**config.mk**
```make
export PLATFORM = sky130hd
export DESIGN_NAME = div_sched_flat
export DESIGN_NICKNAME = d
export VERILOG_FILES = /design/src/rtl/div_sched_if.sv /design/src/rtl/div_sched.sv /design/src/flat_wrapper.sv
export SDC_FILE = /design/constraint.sdc
export NUM_CORES = 1
export LEC_CHECK = 0
export CORE_AREA = 2 2 181 183
export CTS_CLUSTER_SIZE = 24
export DETAILED_ROUTE_END_ITERATION = 12
export DIE_AREA = 0 0 183 185
export GPL_ROUTABILITY_DRIVEN = 1
export HOLD_SLACK_MARGIN = 0.06
export PLACE_DENSITY = 0.67
export SLEW_MARGIN = 20
export SYNTH_ARGS = -nofsm -noshare
export SYNTH_HDL_FRONTEND = slang
export SYNTH_SLANG_ARGS = --single-unit
```
**constraint.sdc**
```tcl
create_clock -name clk_i -period 4.2 [get_ports clk_i]
set_input_delay 1.05 -clock clk_i [delete_from_list [all_inputs] [get_ports clk_i]]
set_output_delay 1.05 -clock clk_i [all_outputs]
set_load 0.02 [all_outputs]
```
**src/rtl/div_sched_if.sv**
```systemverilog
// rtl/div_sched_if.sv - requester and divider signal bundle for div_sched
interface div_sched_if #(
  parameter int NREQ = 4,
  parameter int DW   = 32
);
  logic [NREQ-1:0]    req_i;
  logic [NREQ*DW-1:0] a_i;
  logic [NREQ*DW-1:0] b_i;
  logic [NREQ-1:0]    done_o;
  logic [DW-1:0]      quot_o;
  logic [DW-1:0]      rem_o;
  logic               dz_o;
  logic               busy_o;
  logic               err_o;
  logic               div_start_o;
  logic [DW-1:0]      div_a_o;
  logic [DW-1:0]      div_b_o;
  logic               div_ready_i;
  logic [DW-1:0]      div_quot_i;
  logic [DW-1:0]      div_rem_i;

  modport slave (
    input  req_i, a_i, b_i, div_ready_i, div_quot_i, div_rem_i,
    output done_o, quot_o, rem_o, dz_o, busy_o, err_o,
           div_start_o, div_a_o, div_b_o
  );

  modport master (
    output req_i, a_i, b_i, div_ready_i, div_quot_i, div_rem_i,
    input  done_o, quot_o, rem_o, dz_o, busy_o, err_o,
           div_start_o, div_a_o, div_b_o
  );
endinterface

```
**src/rtl/div_sched.sv**
```systemverilog
// rtl/div_sched.sv - round-robin scheduler sharing one divider among NREQ requesters
module div_sched #(
  parameter int NREQ = 4,
  parameter int DW   = 32,
  parameter int TMO  = 64
) (
  input  logic      clk_i,
  input  logic      rst_i,
  div_sched_if.slave bus
);

  localparam int IW = (NREQ > 1) ? $clog2(NREQ) : 1;
  localparam int SW = IW + 1;
  localparam int CW = $clog2(TMO + 1);

  typedef enum logic [1:0] {IDLE, ISSUE, WAIT, DONE} state_t;

  state_t         state_q, state_d;
  logic [IW-1:0]  ptr_q, idx_q, win, cand;
  logic [SW-1:0]  sum;
  logic           found;
  logic [DW-1:0]  a_q, b_q, quot_q, rem_q;
  logic           dz_q, err_q, seen_busy_q;
  logic [CW-1:0]  cnt_q;
  logic           grant, div_ok, tmo_hit;
  logic [DW-1:0]  a_arr [NREQ];
  logic [DW-1:0]  b_arr [NREQ];
  logic [DW-1:0]  a_sel, b_sel;
  logic [NREQ-1:0] done_vec;

  for (genvar g = 0; g < NREQ; g++) begin : g_unpack
    assign a_arr[g] = bus.a_i[g*DW +: DW];
    assign b_arr[g] = bus.b_i[g*DW +: DW];
  end

  // First requesting index at or after ptr, wrapping modulo NREQ.
  always_comb begin
    found = 1'b0;
    win   = '0;
    sum   = '0;
    cand  = '0;
    for (int i = 0; i < NREQ; i++) begin
      sum = {1'b0, ptr_q} + SW'(i);
      if (sum >= SW'(NREQ)) sum = sum - SW'(NREQ);
      cand = sum[IW-1:0];
      if (!found && bus.req_i[cand]) begin
        found = 1'b1;
        win   = cand;
      end
    end
  end

  assign a_sel   = a_arr[win];
  assign b_sel   = b_arr[win];
  assign grant   = (state_q == IDLE) && found && bus.div_ready_i;
  assign div_ok  = (state_q == WAIT) && seen_busy_q && bus.div_ready_i;
  assign tmo_hit = (state_q == WAIT) && !div_ok && (cnt_q == CW'(TMO - 1));

  always_ff @(posedge clk_i) begin
    if (rst_i) state_q <= IDLE;
    else       state_q <= state_d;
  end

  always_comb begin
    state_d = state_q;
    case (state_q)
      IDLE:    if (grant) state_d = (b_sel == '0) ? DONE : ISSUE;
      ISSUE:   state_d = WAIT;
      WAIT:    if (div_ok || tmo_hit) state_d = DONE;
      DONE:    state_d = IDLE;
      default: state_d = IDLE;
    endcase
  end

  always_ff @(posedge clk_i) begin
    if (rst_i) begin
      ptr_q       <= '0;
      idx_q       <= '0;
      a_q         <= '0;
      b_q         <= '0;
      quot_q      <= '0;
      rem_q       <= '0;
      dz_q        <= 1'b0;
      err_q       <= 1'b0;
      seen_busy_q <= 1'b0;
      cnt_q       <= '0;
    end else begin
      case (state_q)
        IDLE: begin
          if (grant) begin
            idx_q <= win;
            a_q   <= a_sel;
            b_q   <= b_sel;
            // Zero divisor never reaches the divider; answer is formed here.
            if (b_sel == '0) begin
              quot_q <= '1;
              rem_q  <= a_sel;
              dz_q   <= 1'b1;
            end
          end
        end
        ISSUE: begin
          seen_busy_q <= 1'b0;
          cnt_q       <= '0;
        end
        WAIT: begin
          if (!bus.div_ready_i) seen_busy_q <= 1'b1;
          cnt_q <= cnt_q + CW'(1);
          if (div_ok) begin
            quot_q <= bus.div_quot_i;
            rem_q  <= bus.div_rem_i;
            dz_q   <= 1'b0;
          end else if (tmo_hit) begin
            err_q  <= 1'b1;
            quot_q <= '0;
            rem_q  <= '0;
            dz_q   <= 1'b0;
          end
        end
        DONE: begin
          ptr_q       <= (idx_q == IW'(NREQ - 1)) ? '0 : idx_q + 1'b1;
          seen_busy_q <= 1'b0;
          cnt_q       <= '0;
        end
        default: ;
      endcase
    end
  end

  always_comb begin
    done_vec = '0;
    if (state_q == DONE) done_vec[idx_q] = 1'b1;
  end

  assign bus.done_o      = done_vec;
  assign bus.quot_o      = quot_q;
  assign bus.rem_o       = rem_q;
  assign bus.dz_o        = dz_q;
  assign bus.busy_o      = (state_q != IDLE);
  assign bus.err_o       = err_q;
  assign bus.div_start_o = (state_q == ISSUE);
  assign bus.div_a_o     = a_q;
  assign bus.div_b_o     = b_q;

endmodule

```
**src/flat_wrapper.sv**
```systemverilog
// flat-port wrapper written by rule: the top's interface ports become plain ports
module div_sched_flat 
#(
  parameter int NREQ = 4,
  parameter int DW   = 32,
  parameter int TMO  = 64
)
  (clk_i, rst_i, bus_req_i, bus_a_i, bus_b_i, bus_div_ready_i, bus_div_quot_i, bus_div_rem_i, bus_done_o, bus_quot_o, bus_rem_o, bus_dz_o, bus_busy_o, bus_err_o, bus_div_start_o, bus_div_a_o, bus_div_b_o);
  div_sched_if #(.NREQ(NREQ), .DW(DW)) bus_i ();
  input  logic clk_i;
  input  logic rst_i;
  input wire logic [$bits(bus_i.req_i)-1:0] bus_req_i;
  input wire logic [$bits(bus_i.a_i)-1:0] bus_a_i;
  input wire logic [$bits(bus_i.b_i)-1:0] bus_b_i;
  input wire logic [$bits(bus_i.div_ready_i)-1:0] bus_div_ready_i;
  input wire logic [$bits(bus_i.div_quot_i)-1:0] bus_div_quot_i;
  input wire logic [$bits(bus_i.div_rem_i)-1:0] bus_div_rem_i;
  output wire logic [$bits(bus_i.done_o)-1:0] bus_done_o;
  output wire logic [$bits(bus_i.quot_o)-1:0] bus_quot_o;
  output wire logic [$bits(bus_i.rem_o)-1:0] bus_rem_o;
  output wire logic [$bits(bus_i.dz_o)-1:0] bus_dz_o;
  output wire logic [$bits(bus_i.busy_o)-1:0] bus_busy_o;
  output wire logic [$bits(bus_i.err_o)-1:0] bus_err_o;
  output wire logic [$bits(bus_i.div_start_o)-1:0] bus_div_start_o;
  output wire logic [$bits(bus_i.div_a_o)-1:0] bus_div_a_o;
  output wire logic [$bits(bus_i.div_b_o)-1:0] bus_div_b_o;
  assign bus_i.req_i = bus_req_i;
  assign bus_i.a_i = bus_a_i;
  assign bus_i.b_i = bus_b_i;
  assign bus_i.div_ready_i = bus_div_ready_i;
  assign bus_i.div_quot_i = bus_div_quot_i;
  assign bus_i.div_rem_i = bus_div_rem_i;
  assign bus_done_o = bus_i.done_o;
  assign bus_quot_o = bus_i.quot_o;
  assign bus_rem_o = bus_i.rem_o;
  assign bus_dz_o = bus_i.dz_o;
  assign bus_busy_o = bus_i.busy_o;
  assign bus_err_o = bus_i.err_o;
  assign bus_div_start_o = bus_i.div_start_o;
  assign bus_div_a_o = bus_i.div_a_o;
  assign bus_div_b_o = bus_i.div_b_o;
  div_sched #(.NREQ(NREQ), .DW(DW), .TMO(TMO)) u_core (.clk_i(clk_i), .rst_i(rst_i), .bus(bus_i));
endmodule
```
Figure 1. Routing congestion.
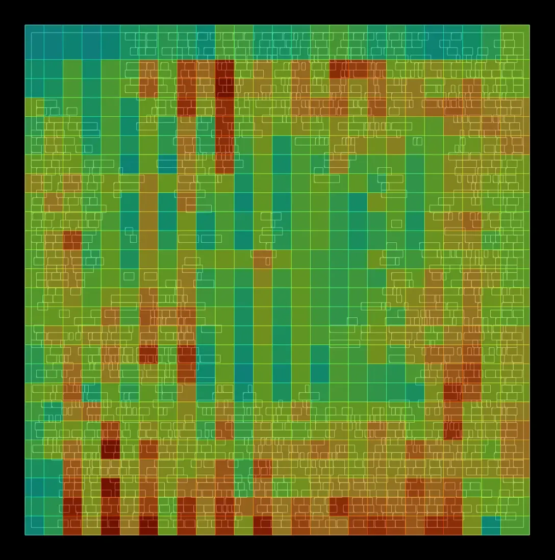
GRT Total Usage: 18.8%
GR peak layer: met2
DR WL/cell: 18.3 um
met3 usage: 4.35%

Figure 2. Register map, names as in the netlist.
The bar under the picture is 50 um long. Other sequential cells in the stronger gray, the rest of the logic in the fainter gray.
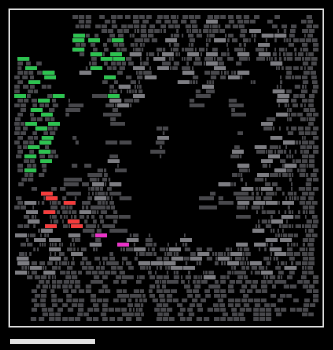
legend:
  red:
    name_in_the_netlist: `u_core.cnt_q`
    flops: 7
  magenta:
    name_in_the_netlist: `u_core.idx_q`
    flops: 2
  green:
    name_in_the_netlist: `u_core.bus.quot_o`
    flops: 32
not colored: 103

Figure 3. Gate-type map.
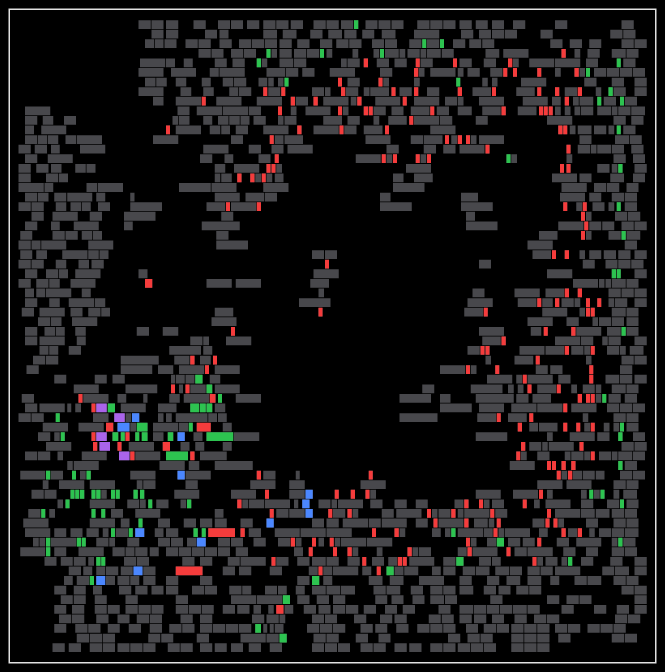
legend:
  blue:
    family: and/or cells
    cells: 12
  purple:
    family: xor and xnor cells
    cells: 5
  red:
    family: nor cells
    cells: 186
  green:
    family: nand cells
    cells: 87
    where: all over the die

Figure 4. Cells colored by class.
The bar under the picture is 50 um long.
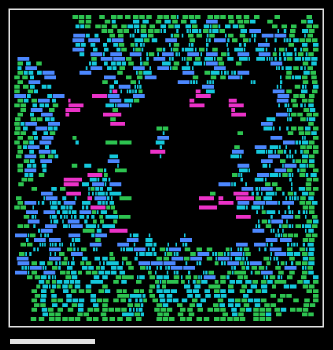
legend:
  green:
    class: remaining buffers and delay cells
    cells: 525
    share_of_their_area: 38%
  magenta:
    class: clock drivers and dummy loads
    cells: 31
    share_of_their_area: 4.7%
  blue:
    class: registers
    cells: 144
    share_of_their_area: 21%
  cyan:
    class: remaining logic cells
    cells: 716
    share_of_their_area: 36%

Figure 5. Clock wires, drivers and flops.
The bar under the picture is 50 um long.
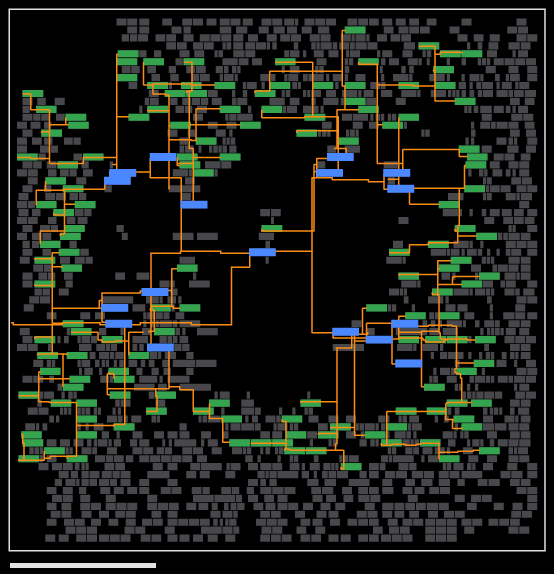
legend:
  green:
    item: flip-flops
    count: 144
  blue:
    item: clock-net drivers
    count: 17
  orange:
    item: clock wires
    length: 2,280 um
flops lie: all over the die

==> results.cfg <==
; generated from flow reports
[die]
row_count = 66
io_pins = 463
taps = 408

[yosys]
synthArstFlopShare_pct = 0
largest_area_cell = dfxtp_1
ys_cells = 941
ys.flops = 144
top_cell_area_share_pct = 35.4
synthCells = 941
yosys_warnings = 0
edf_count = 0
top_cells_by_area = dfxtp_1 (35%), mux2i_1 (14%), nor2_1 (8.3%)
yosysUniqueCellTypes = 42
post-synth-top-count-cell = nor2_1

[layout]
inverters = 8
drive_gt1_share_pct = 13.0
fillCellCount = 3088
finalNetCount = 1741
nClkBuffers = 19
clk_share_pct = 4.58
sh_seq_area_pct = 20.2
logic_area_mm2 = 0.00492
nFlopsAndLatches = 144
diodes = 0
seq_area_mm2 = 0.00288

[clock_network]
cts_sinks = 144
postCtsSetupBuffers = 0
clkLatencyLatePin_ns = 0.42
cts_tree = yes
cts_hold_buf = 0
cts.repair.resized = 0
htree_levels = 4

[global_route]
grt_max_degree = 117
antenna_found_initial = 1
grt_pass1_wl_um = 49300

[critical_path]
crit_start = bus_req_i[0]
crit_path_end = u_core.bus.rem_o[14]$_SDFFE_PP0P_
worstReg2RegEnd = u_core.bus.rem_o[14]$_SDFFE_PP0P_
required_ns = 4.45

[min_path]
min_to = u_core.bus.div_b_o[19]$_SDFFE_PP0P_
worstHoldStart = u_core.bus.div_b_o[19]$_SDFFE_PP0P_

[power]
peakVddDrop_mv = 0.229

[job]
warning_count = 35

[detailed_routing]
drt_iter0_drc = 448

[timing]
drv_slew = 0
whs_ns = 0.458
tightest_slew_ns = 0.817

[status]
outcome = complete, no violations
-- power breakdown --
part / switching (mW) / leakage (nW) / internal, mW
Sequential: 0.166 / 1.17 / 1.65
Clock: 0.629 / 0.310 / 1.07
Combinational: 1.42 / 4.52 / 1.37
Total: 2.21 / 6.00 / 4.09
-- metal layers --
metal	global-route usage, %	up-vias	wire, um
met5	0	-	12
met4	4.38	2	488
met3	4.35	30	2120
met2	34.1	274	16600
met1	22.5	4080	14200
li1	-	4269	-
-- logic make-up after synthesis --
logic type,synth area share [%]
fa+ha+maj,1.54
buf+inv,5.12
xor+xnor,0.538
compound gates,21.9
simple gates,14.7
flops,35.4
mux,20.8
-- critical path, delay by kind of cell --
family	cells	cell delay, ns
AOI/OAI and AO/OA	3	0.57
buffers and inverters	4	1.13
and+or+nand+nor	4	1.15
muxes	2	0.32
No activity file was given, so power comes from the tool's default toggle rates.
